$ cat config.mk
export PLATFORM = sky130hd
export DESIGN_NAME = matriz_scan_flat
export DESIGN_NICKNAME = d
export VERILOG_FILES = /design/src/rtl/matriz_scan_if.sv /design/src/rtl/matriz_scan.sv /design/src/flat_wrapper.sv
export SDC_FILE = /design/constraint.sdc
export NUM_CORES = 1
export LEC_CHECK = 0
export ABC_CLOCK_PERIOD_IN_PS = 2530
export CORE_UTILIZATION = 48
export CTS_CLUSTER_SIZE = 40
export DETAILED_ROUTE_END_ITERATION = 10
export PLACE_DENSITY_LB_ADDON = 0.1
export REMOVE_ABC_BUFFERS = 1
export SKIP_CTS_REPAIR_TIMING = 1
export SLEW_MARGIN = 20
export SYNTH_ARGS = -nofsm -noshare
export SYNTH_HDL_FRONTEND = slang
export SYNTH_SLANG_ARGS = --single-unit
$ cat constraint.sdc
create_clock -name clk -period 2.53 [get_ports clk]
set_clock_uncertainty 0.15 [all_clocks]
set_input_delay 0.506 -clock clk [delete_from_list [all_inputs] [get_ports clk]]
set_output_delay 0.506 -clock clk [all_outputs]
set_load 0.02 [all_outputs]
$ cat src/rtl/matriz_scan_if.sv
// Bundle of the scanner's enable/frame inputs and its row/column drive outputs.
// The master side feeds the image; the slave side is the scanner itself.
interface matriz_scan_if;
  logic        en;
  logic [34:0] frame;
  logic [6:0]  lin;
  logic [4:0]  col;
  logic [2:0]  idx;
  logic        frame_start;

  modport master (
    output en,
    output frame,
    input  lin,
    input  col,
    input  idx,
    input  frame_start
  );

  modport slave (
    input  en,
    input  frame,
    output lin,
    output col,
    output idx,
    output frame_start
  );
endinterface

$ cat src/rtl/matriz_scan.sv
// Row scanner for the 7x5 LED matrix: walks rows 0..6 from a frame copy latched once per scan,
// spending DIV cycles per row with the first BLANK cycles of each row dark.
module matriz_scan #(
  parameter int unsigned DIV   = 4,
  parameter int unsigned BLANK = 1
) (
  input  logic           clk,
  input  logic           rst,
  matriz_scan_if.slave   bus
);

  localparam int unsigned CW = (DIV > 1) ? $clog2(DIV) : 1;
  localparam logic [CW-1:0] CNT_MAX = CW'(DIV - 1);
  localparam logic [CW-1:0] BLANK_C = CW'(BLANK);

  logic          act_q, act_d;
  logic [2:0]    row_q, row_d;
  logic [CW-1:0] cnt_q, cnt_d;
  logic [34:0]   shadow_q, shadow_d;
  logic          vis_s;

  // Next-state selection; shadow only reloads while idle, on scan start, or at the wrap edge.
  always_comb begin
    act_d    = act_q;
    row_d    = row_q;
    cnt_d    = cnt_q;
    shadow_d = shadow_q;
    if (!bus.en) begin
      act_d    = 1'b0;
      row_d    = 3'd0;
      cnt_d    = '0;
      shadow_d = bus.frame;
    end else if (!act_q) begin
      act_d    = 1'b1;
      row_d    = 3'd0;
      cnt_d    = '0;
      shadow_d = bus.frame;
    end else if (cnt_q < CNT_MAX) begin
      cnt_d = cnt_q + CW'(1);
    end else if (row_q < 3'd6) begin
      cnt_d = '0;
      row_d = row_q + 3'd1;
    end else begin
      cnt_d    = '0;
      row_d    = 3'd0;
      shadow_d = bus.frame;
    end
  end

  // State registers with synchronous reset.
  always_ff @(posedge clk) begin
    if (rst) begin
      act_q    <= 1'b0;
      row_q    <= 3'd0;
      cnt_q    <= '0;
      shadow_q <= 35'd0;
    end else begin
      act_q    <= act_d;
      row_q    <= row_d;
      cnt_q    <= cnt_d;
      shadow_q <= shadow_d;
    end
  end

  // With no blanking the counter compare would be constant, so it is elaborated away.
  if (BLANK == 0) begin : g_noblank
    assign vis_s = act_q;
  end else begin : g_blank
    assign vis_s = act_q && (cnt_q >= BLANK_C);
  end

  // Output decode, driven purely from state so input glitches never reach the matrix.
  always_comb begin
    bus.lin = 7'd0;
    bus.col = 5'd0;
    if (vis_s) begin
      case (row_q)
        3'd0: begin bus.lin = 7'b0000001; bus.col = shadow_q[4:0];   end
        3'd1: begin bus.lin = 7'b0000010; bus.col = shadow_q[9:5];   end
        3'd2: begin bus.lin = 7'b0000100; bus.col = shadow_q[14:10]; end
        3'd3: begin bus.lin = 7'b0001000; bus.col = shadow_q[19:15]; end
        3'd4: begin bus.lin = 7'b0010000; bus.col = shadow_q[24:20]; end
        3'd5: begin bus.lin = 7'b0100000; bus.col = shadow_q[29:25]; end
        3'd6: begin bus.lin = 7'b1000000; bus.col = shadow_q[34:30]; end
        default: begin bus.lin = 7'd0; bus.col = 5'd0; end
      endcase
    end else begin
      bus.lin = 7'd0;
      bus.col = 5'd0;
    end
    bus.idx         = act_q ? row_q : 3'd0;
    bus.frame_start = act_q && (row_q == 3'd0) && (cnt_q == '0);
  end

endmodule

$ cat src/flat_wrapper.sv
// flat-port wrapper written by rule: the top's interface ports become plain ports
module matriz_scan_flat 
#(
  parameter int unsigned DIV   = 4,
  parameter int unsigned BLANK = 1
)
  (clk, rst, bus_en, bus_frame, bus_lin, bus_col, bus_idx, bus_frame_start);
  matriz_scan_if bus_i ();
  input  logic clk;
  input  logic rst;
  input wire logic [$bits(bus_i.en)-1:0] bus_en;
  input wire logic [$bits(bus_i.frame)-1:0] bus_frame;
  output wire logic [$bits(bus_i.lin)-1:0] bus_lin;
  output wire logic [$bits(bus_i.col)-1:0] bus_col;
  output wire logic [$bits(bus_i.idx)-1:0] bus_idx;
  output wire logic [$bits(bus_i.frame_start)-1:0] bus_frame_start;
  assign bus_i.en = bus_en;
  assign bus_i.frame = bus_frame;
  assign bus_lin = bus_i.lin;
  assign bus_col = bus_i.col;
  assign bus_idx = bus_i.idx;
  assign bus_frame_start = bus_i.frame_start;
  matriz_scan #(.DIV(DIV), .BLANK(BLANK)) u_core (.clk(clk), .rst(rst), .bus(bus_i));
endmodule
==> changes_impl.md, run 1 <==
### Implementation results

* Post-synthesis async set-or-reset flop share at 0
* IO buf count at 53
* Sequential Power Share at 0.551
* Sw frac at 0.2424
* Post-synthesis area per instance at 8.346 sq um
* Xor+xnor area frac at 0
* Worst-Skew Late Latency at 0.29 ns
* Area leader share at 0.3998
* Number of global-route vias before repair at 1,742
* Slew Limit Fails at 0
* Min cycle time layout at 2.459 ns
* Vias/cell at 5.649
* Worst vdd ir at 0.2934 mV
* Final hold violations at 0
* Final Power at 1.268 mW
* Antenna-violating nets left at 0
* Final worst setup slack at 0.07123 ns
* Most used cell along the critical path: buf_4
* Final setup violation count at 0
* DRC violation count after routing at 0
* Max reg flops at 35
* Worst path required time at 1.87 ns
* Final TNS setup at 0 ns
* Lkg Pwr at 1.164 nW
* Cell-internal power at 960.7 uW
* Worst Min Path Start: u_core.shadow_q[20]
* R2r endpoint: u_core.shadow_q[27]
* Power Density at 454.3 mW/mm^2
* First DRT Iteration DRCs at 174
* F_max at 406.7 MHz
* Aoi share at 0.2828
* Slew Limit Headroom at 0.7887
* Crit Path Max Fanout at 4
* Worst reg-to-reg path cell count at 6
* Leading area contributor after synthesis: dfxtp_1
* YS warnings at 0
* TritonCTS clock tree: built
* Dpl cell area at 0.002688 sq mm
* Combinational share of power at 0.117
* Top flop regs: u_core.shadow_q x35, u_core.row_q x3, u_core.cnt_q x2
* Dpl ws at -0.1538 ns
* Post-DP HPWL at 3.544 mm
* Chip width at 67.40 um
* Core Density at Floorplan at 0.5060
* Status: finished, final reports clean
* Gr ovfl total at 0
* Adder Share, Synth at 0.04875
* Die area at 0.004543 sq mm
* Nets at 351
* Chip Area, Yosys at 0.002053 sq mm
* CTS Buf Count at 5
* Share of cells above drive strength 1 at 0.1765
* Initial antenna violation count at 0
* Non-Filler Instances at 356
* Worst slew pin tran at 0.3169 ns
* Top_reg_cell synth: dfxtp_1
* Clock power share at 0.332
* Largest net degree at the start of global routing at 32
* Unique cell types at 32
* R2r setup slk at 0.76 ns
* Number of I/O pins at 54
* Layout area overhead at 35.95%
* #FFs+latches synth at 41
* Fin area at 0.002791 sq mm
* CORE AREA at 0.004058 sq mm
* MUX area fraction at 0.004875
* Max clock buf depth at 2
* GPL Wtd Cong at 0.8021
* # diodes at 0
* Delay-heaviest family, CP: AND-OR/OR-AND gates
* H-tree lvl count at 2
* Hold Slack at 0.3184 ns
* Final Core Density at 0.6879
* Simple share at 0.1749
* Synthesized area at 0.002053 sq mm
* P_sw at 307.3 uW
* Clk slew on worst S/H paths at 0.08 ns
* Reg with most FFs: u_core.shadow_q
* Dominant comb cell: AND-OR/OR-AND gates
* Max_cap viols at 0
* Cell count after synthesis at 246
* First-pass GRT wire length at 8.293 mm
* Number of enable flip-flop cells at 0
* RSZ-0062 raised after global routing: true
* Synth cell count leaders: a21oi_1, dfxtp_1, nand3_1, o21ai_1
* Crit path launch type: flop
* CP Capture Type: primary output
* Critical path class: flop to primary output
-- run 1: power groups by stage --
stage	logic, mW	registers, mW	clock network (mW)
5_1_grt	0.164	0.703	0.459
4_1_cts	0.149	0.699	0.428
3_3_place_gp	0.147	0.714	0
6_report	0.148	0.699	0.421
2_1_floorplan	0.0594	0.709	0
3_5_place_dp	0.149	0.714	0
-- run 1: final cells by class --
| class | count | area, sq um |
|---|---|---|
| fillers | 337 | 1266 |
| multi-input cells | 176 | 1072 |
| flip-flops and latches | 41 | 825.8 |
| repair buffers | 76 | 725.7 |
| clock buffers | 5 | 68.82 |
| well taps | 50 | 62.56 |
| inverters | 5 | 18.77 |
| clock inverters | 3 | 17.52 |
-- run 1: cell usage in the layout, fill, tap and decap left out, types with 5 or more instances in the layout --
master,n
and3_1,6
nand3_1,37
dlymetal6s2s_1,8
o21ai_0,5
dfxtp_1,39
and2_1,7
buf_4,22
a21oi_1,48
a22oi_1,6
clkdlybuf4s50_1,40
nand2_1,7
clkbuf_8,5
o21ai_1,27
-- run 1: how the worst max path moves through the flow --
stage                    startpoint  slack, ns  depth (start not counted)          to
global route        u_core.row_q[0]      -0.03                          7  bus_col[4]
global placement    u_core.row_q[0]      -0.09                          6  bus_col[3]
finish              u_core.row_q[0]       0.07                          7  bus_col[0]
CTS                 u_core.row_q[0]      -0.50                          6  bus_col[3]
detailed placement  u_core.row_q[0]      -0.15                          6  bus_col[3]
floorplan           u_core.row_q[2]       0.33                          4  bus_col[0]
-- run 1: metal layers --
layer | up-vias | share of wire | GRT usage | routed length [um]
met4 | 0 | 0.019 | 0.1170 | 98
met3 | 12 | 0.060 | 0.05068 | 305
met5 | - | 0 | 0 | 0
li1 | 1010 | - | - | -
met2 | 76 | 0.45 | 0.3713 | 2268
met1 | 913 | 0.47 | 0.3399 | 2378
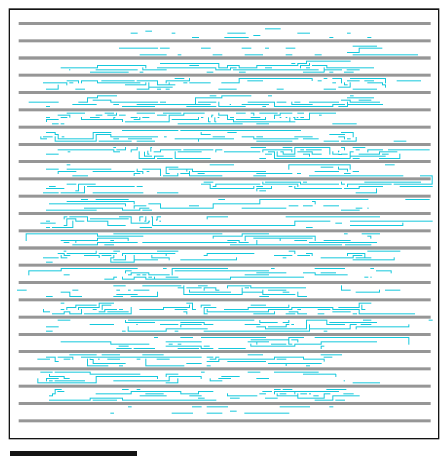
*The metal 1 layer, run 1*
Bar = 20 um. Supply wires on this layer in gray.
wire length on this layer = 2,380 um
main direction = horizontal
share of all routed wire = 47%
longest straight run = 22.4 um
via count: 2,011
Post-Route WL: 5.051 mm
GR Util met1: 0.3399

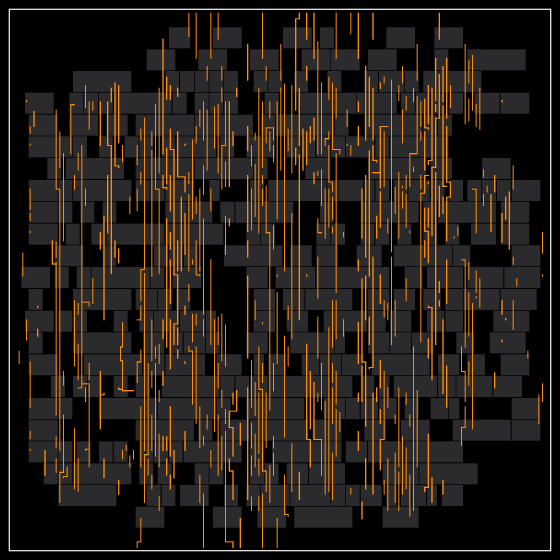
*The metal 2 layer, run 1*
longest straight run = 32.6 um
share of all routed wire = 45%
nets with wire on the layer = 274
GR Layer Usage met2: 0.3713

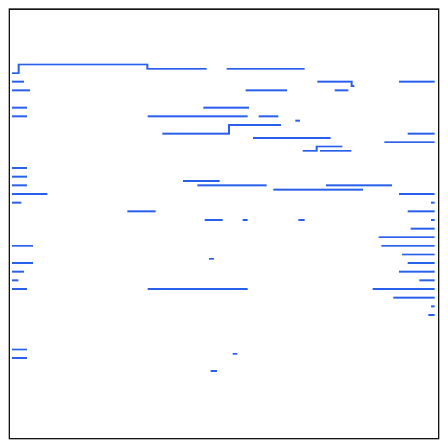
*M3 wires, run 1*
nets with wire on the layer = 48
wire length on this layer = 306 um
share of all routed wire = 6.1%
main direction = horizontal
longest straight run = 20.2 um
met3 Use GR: 0.05068

### Signal metal coverage by tile, run 1

The die is cut into 13 by 13 equal tiles; dark blue is low, red is high, scaled to the fullest tile. Values are wire area over tile area, all layers added.
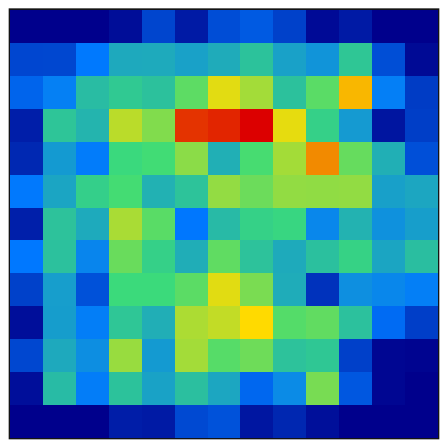

## Run 2: what changed since run 1
Settings changed: REMOVE_ABC_BUFFERS 1 to not set, SLEW_MARGIN 20 to 15.
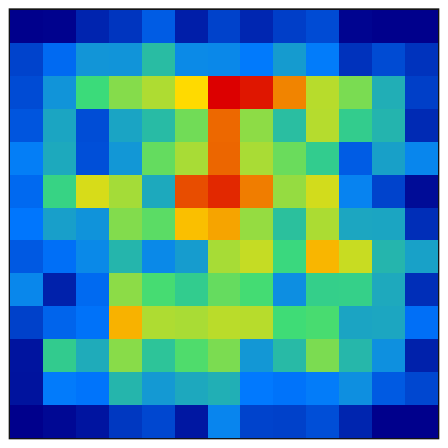
*Signal metal coverage by tile, run 2*
The die is cut into 13 by 13 equal tiles; dark blue is low, red is high, scaled to the fullest tile. Values are wire area over tile area, all layers added.
densest ninth of the die = middle
tiles over half the peak = 29%
nearly empty tiles = 5.3%
mean over tiles = 0.20
via count: 2,093
wire per inst: 15.58 um
Post-Route WL: 5.609 mm

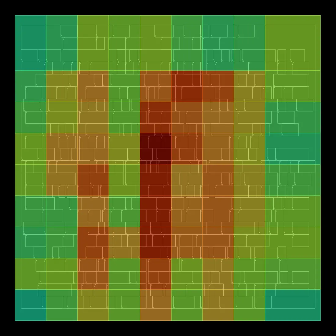
*Routing congestion map, run 2*
GRT busiest layer: met2
Final Core Density: 0.7163
GR Layer Usage met2: 0.3863

==> run 2 against run 1 <==
The run now ends with setup timing left. Flip-flop count stayed put. Sequential power increased by 0.6%. Routed wire length increased by 11%. Non-clock buffer count is 4 higher. Global-route usage is 1.1 points higher. First-iteration DRC count grew 29%. Core utilization rose by 2.8 points. Cell area grew 4.1%. Worst setup slack worse by 0.14 ns. Worst hold slack improved by 0.0049 ns. Area after synthesis unchanged. Critical path depth unchanged. Critical endpoint is now bus_col[4]. Highest routed layer unchanged.
==> changes_impl.md, run 2 <==
### Implementation results

* Min cycle time layout at 2.603 ns
* IO buf count at 53
* Post-synthesis async set-or-reset flop share at 0
* YS warnings at 0
* Crit path launch type: flop
* Dpl cell area at 0.002683 sq mm
* Reg with most FFs: u_core.shadow_q
* Top_reg_cell synth: dfxtp_1
* Critical path class: flop to primary output
* Chip width at 67.40 um
* Initial antenna violation count at 0
* CTS Buf Count at 5
* Vias/cell at 5.814
* Share of cells above drive strength 1 at 0.2032
* Crit Path Max Fanout at 5
* Number of I/O pins at 54
* Largest net degree at the start of global routing at 36
* Chip Area, Yosys at 0.002053 sq mm
* FF/Latch Area at 825.8 sq um
* Filler Cells Inserted at 352
* #FFs+latches synth at 41
* Antenna-violating nets left at 0
* GPL Wtd Cong at 0.8776
* First-pass GRT wire length at 8.666 mm
* # diodes at 0
* F_max at 384.2 MHz
* Synth cell count leaders: a21oi_1, dfxtp_1, nand3_1, o21ai_1
* Worst reg-to-reg path cell count at 5
* Layout area overhead at 41.56%
* Logic area at 0.001126 sq mm
* Leading area contributor after synthesis: dfxtp_1
* DRC violation count after routing at 0
* Hold Slack at 0.3233 ns
* Final setup violation count at 4
* Gr ovfl total at 0
* Worst-Skew Late Latency at 0.30 ns
* Non-Filler Instances at 360
* Failing checks: setup timing
* Synthesized area at 0.002053 sq mm
* Final hold violations at 0
* Unique cell types at 32
* Max clock buf depth at 2
* Slew Limit Fails at 0
* Final TNS setup at -0.1924 ns
* Power Density at 442.6 mW/mm^2
* H-tree lvl count at 2
* First DRT Iteration DRCs at 225
* Final worst setup slack at -0.07304 ns
* Most numerous logic cell after layout: a21oi_1
* Clk slew on worst S/H paths at 0.08 ns
* CP Capture Type: primary output
* Most used cell along the critical path: buf_6
* Die area at 0.004543 sq mm
* Most common logic cells in the final layout: a21oi_1, clkdlybuf4s50_1, dfxtp_1
* Top flop regs: u_core.shadow_q x35, u_core.row_q x3, u_core.cnt_q x2
* Worst path required time at 1.87 ns
* Post-DP HPWL at 3.627 mm
* CORE AREA at 0.004058 sq mm
* Lkg Pwr at 1.199 nW
* Fin area at 0.002907 sq mm
* Cell count after synthesis at 246
* Status: complete, but fails checks
* Final Power at 1.286 mW
* Worst slew pin tran at 0.6912 ns
[run 2: cell counts after synthesis]
No cell type changed its count.
[run 2: power by group]
part | internal (mW) | switching [mW] | total, mW
registers | 0.680 | 0.0229 | 0.703
clock network | 0.191 | 0.243 | 0.434
logic | 0.0897 | 0.0605 | 0.150
[run 2: worst max-delay path: cells and delay by family (launching register included)]
kind                       cells  cell delay, ns
buffers and inverters          3            0.39
adders and majority gates      2            0.34
DFF                            1            0.37
AOI/OAI and AO/OA              2            0.54
[run 2: per-layer routing]
metal  vias up  GRT usage  share of wire  wire, um
li1       1021          -              -         -
met1       986     0.3592           0.46      2564
met2        77     0.3863           0.47      2620
met3         9    0.06757          0.060       337
met4         0    0.09043          0.016        87
met5         -          0              0         0
[run 2: final cells by class]
type / instances / share of cell area
clock buffers: 5 / 0.02368
clock inverters: 3 / 0.006027
inverters: 5 / 0.007318
multi-input cells: 176 / 0.3874
flip-flops and latches: 41 / 0.2841
well taps: 50 / 0.02152
repair buffers: 80 / 0.2699
[run 2: path summary, 6_finish.rpt]
check / startpoint / endpoint / slack [ns]
setup / recovery: u_core.row_q[0] / bus_col[4] / -0.07
hold reg to reg: u_core.shadow_q[16] / u_core.shadow_q[16] / 0.32
setup reg to reg: u_core.cnt_q[0] / u_core.shadow_q[33] / 0.46
hold / removal: u_core.shadow_q[16] / u_core.shadow_q[16] / 0.32
[run 2: kinds of logic (layout without fill, tap and decap cells)]
logic type / count (synthesis) / count (layout) / synth area share
mux: 1 / 1 / 0.004875
compound gates: 100 / 100 / 0.2828
simple gates: 67 / 67 / 0.1749
fa+ha+maj: 8 / 8 / 0.04875
buf+inv: 29 / 93 / 0.08897
flops: 41 / 41 / 0.3998
### The metal 1 layer, run 2

Bar = 20 um. Supply wires on this layer in gray.
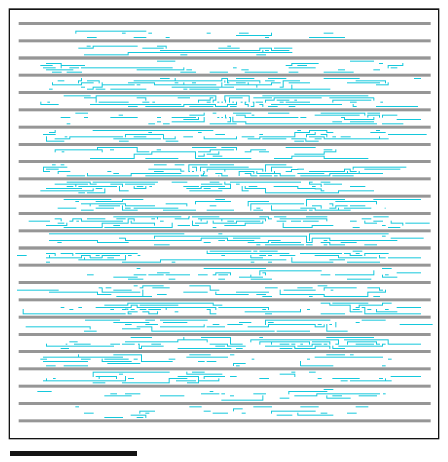

## Run 3: what changed since run 2
Settings changed: SETUP_SLACK_MARGIN set to 0.2.
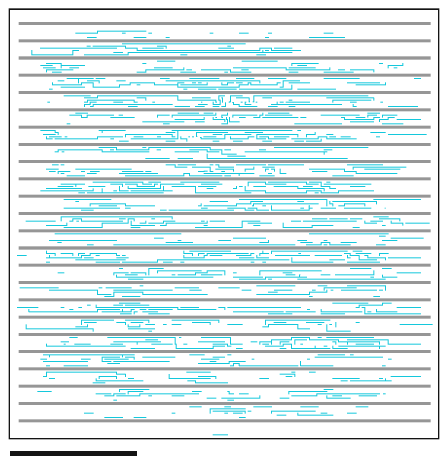
*The metal 1 layer, run 3*
Bar = 20 um. Supply wires on this layer in gray.
Post-Route WL: 5.861 mm
via count: 2,097
GR Util met1: 0.3592

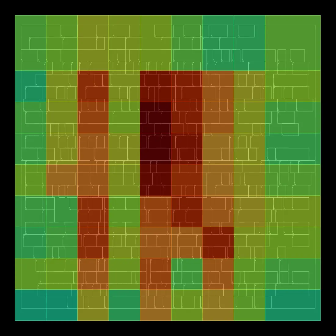
*Routing congestion map, run 3*
Final Core Density: 0.7194
Total GRT Usage: 0.2594
wire per inst: 16.19 um
met3 Use GR: 0.06757

==> run 3 against run 2 <==
The run now ends clean. Count of clock-buffer cells in the layout unchanged. Worst setup slack improved by 0.075 ns. Worst hold slack got worse by 0.0011 ns. Combinational power about the same. First-iteration DRC count increased by 21%. Non-clock buffer count increased by 2. Power increased by 0.42%. Area after synthesis unchanged. Core utilization increased by 0.31 points. Die size unchanged. Flip-flop count unchanged.
==> changes_impl.md, run 3 <==
### Implementation results

* Status: finished, final reports clean
* Nets at 357
* Most numerous logic cell after layout: a21oi_1
* Power Density at 442.5 mW/mm^2
* Worst vdd ir at 0.3097 mV
* Worst reg-to-reg path cell count at 5
* Post-synthesis area per instance at 8.346 sq um
* Clk slew on worst S/H paths at 0.08 ns
* Final hold violations at 0
* Worst Min Path Start: u_core.shadow_q[17]
* Top_reg_cell synth: dfxtp_1
* Worst-Skew Late Latency at 0.30 ns
* Non-Filler Instances at 362
* YS warnings at 0
* Number of I/O pins at 54
* Reg with most FFs: u_core.shadow_q
* First-pass GRT wire length at 8.666 mm
* Worst path required time at 1.87 ns
* Initial antenna violation count at 0
* Area leader share at 0.3998
* Worst slew pin tran at 0.6846 ns
* Synth cell count leaders: a21oi_1, dfxtp_1, nand3_1, o21ai_1
* Final setup violation count at 0
* Chip width at 67.40 um
* Max_cap viols at 0
* Max reg flops at 35
* Filler Cells Inserted at 344
* Antenna-violating nets left at 0
* Root cell of the clock tree: clkbuf_8
* Hold Slack at 0.3222 ns
* Dpl ws at -0.1289 ns
* Number of enable flip-flop cells at 0
* CORE AREA at 0.004058 sq mm
* Critical path class: flop to primary output
* Final TNS setup at 0 ns
* Final Power at 1.292 mW
* FF/Latch Area at 829.5 sq um
* Share of cells above drive strength 1 at 0.2436
* Final Cycle Share at 0.9991
* H-tree lvl count at 2
* GPL Wtd Cong at 0.8776
* Layout area overhead at 42.17%
* Dpl cell area at 0.002683 sq mm
* R2r endpoint: u_core.shadow_q[31]
* Unique cell types at 32
* Post-DP HPWL at 3.627 mm
* Cell count after synthesis at 246
* Core Density at Floorplan at 0.5060
* IO buf count at 53
* Gr ovfl total at 0
* Most used cell along the critical path: buf_4
* Most common logic cells in the final layout: a21oi_1, clkdlybuf4s50_1, dfxtp_1
* CTS Buf Count at 5
* R2r setup slk at 0.43 ns
* Tool warnings at 32
* Placed Cells at 350
* Slew Limit Headroom at 0.5431
* Min cycle time layout at 2.528 ns
* Crit Path Max Fanout at 6
* Top flop regs: u_core.shadow_q x35, u_core.row_q x3, u_core.cnt_q x2
* Slew Limit Fails at 0
* DRC violation count after routing at 0
* Max clock buf depth at 2
* F_max at 395.6 MHz
* Number of global-route vias before repair at 1,787
* Lkg Pwr at 1.096 nW
* Chip Area, Yosys at 0.002053 sq mm
* First DRT Iteration DRCs at 272
* Worst Hold End: u_core.shadow_q[17]
* RSZ-0062 raised after global routing: true
* Largest net degree at the start of global routing at 36
* Die area at 0.004543 sq mm
* Final worst setup slack at 0.002358 ns
* Delay-heaviest family, CP: AND-OR/OR-AND gates
* # diodes at 0
* R2r startpoint: u_core.cnt_q[0]
* WP buf/inv at 3
* Synthesized area at 0.002053 sq mm
* Crit path launch type: flop
* Post-synthesis async set-or-reset flop share at 0
* Fin area at 0.002919 sq mm
* Logic area at 0.001159 sq mm
* #FFs+latches synth at 41
* CP Capture Type: primary output
* Vias/cell at 5.793
* Synth area leaders: dfxtp_1, a21oi_1, nand3_1, o21ai_1, ha_1
* TritonCTS clock tree: built
* Leading area contributor after synthesis: dfxtp_1
[run 3: cell counts after synthesis]
No cell type changed its count.
[run 3: how the worst max path moves through the flow]
stage | start | to | slack [ns] | depth (start not counted)
3_3_place_gp | u_core.row_q[0] | bus_col[3] | -0.09 | 6
3_5_place_dp | u_core.row_q[0] | bus_col[3] | -0.13 | 6
5_1_grt | u_core.row_q[1] | bus_col[2] | -0.06 | 7
6_report | u_core.row_q[1] | bus_col[2] | 0.002 | 7
2_1_floorplan | u_core.row_q[2] | bus_col[0] | 0.28 | 6
4_1_cts | u_core.row_q[0] | bus_col[2] | -0.48 | 6
[run 3: cells by family (layout without fill, tap and decap cells)]
kind of cell    after synthesis  in the layout  share of synthesized area
simple gates                 67             67                     0.1749
compound gates              100            100                     0.2828
buf+inv                      29             95                    0.08897
mux                           1              1                   0.004875
flops                        41             41                     0.3998
fa+ha+maj                     8              8                    0.04875
[run 3: tightest hold or removal path, stage by stage (launching register included)]
cell,delay [ns]
dfxtp_1,0.32
nand3_1,0.06
a21oi_1,0.05
[run 3: area by class of cell]
type | count | area share
Tap cell | 50 | 0.02143
Sequential cell | 41 | 0.2842
Timing Repair Buffer | 82 | 0.2598
Multi-Input combinational cell | 176 | 0.3969
Clock buffer | 5 | 0.02357
Clock inverter | 3 | 0.006001
Inverter | 5 | 0.008144
[run 3: per-layer routing]
metal	vias to the layer above	routed length [um]	GRT usage
li1	1026	-	-
met1	983	2601	0.3592
met2	77	2788	0.3863
met3	11	353	0.06757
met4	0	117	0.09043
met5	-	0	0
[run 3: report_power, final]
| group | switching, mW | total, mW | leakage (nW) | internal (mW) |
|---|---|---|---|---|
| sequential | 0.0238 | 0.702 | 0.342 | 0.679 |
| clock | 0.247 | 0.438 | 0.0439 | 0.191 |
| combinational | 0.0605 | 0.151 | 0.711 | 0.0907 |
No activity file was given, so power comes from the tool's default toggle rates.
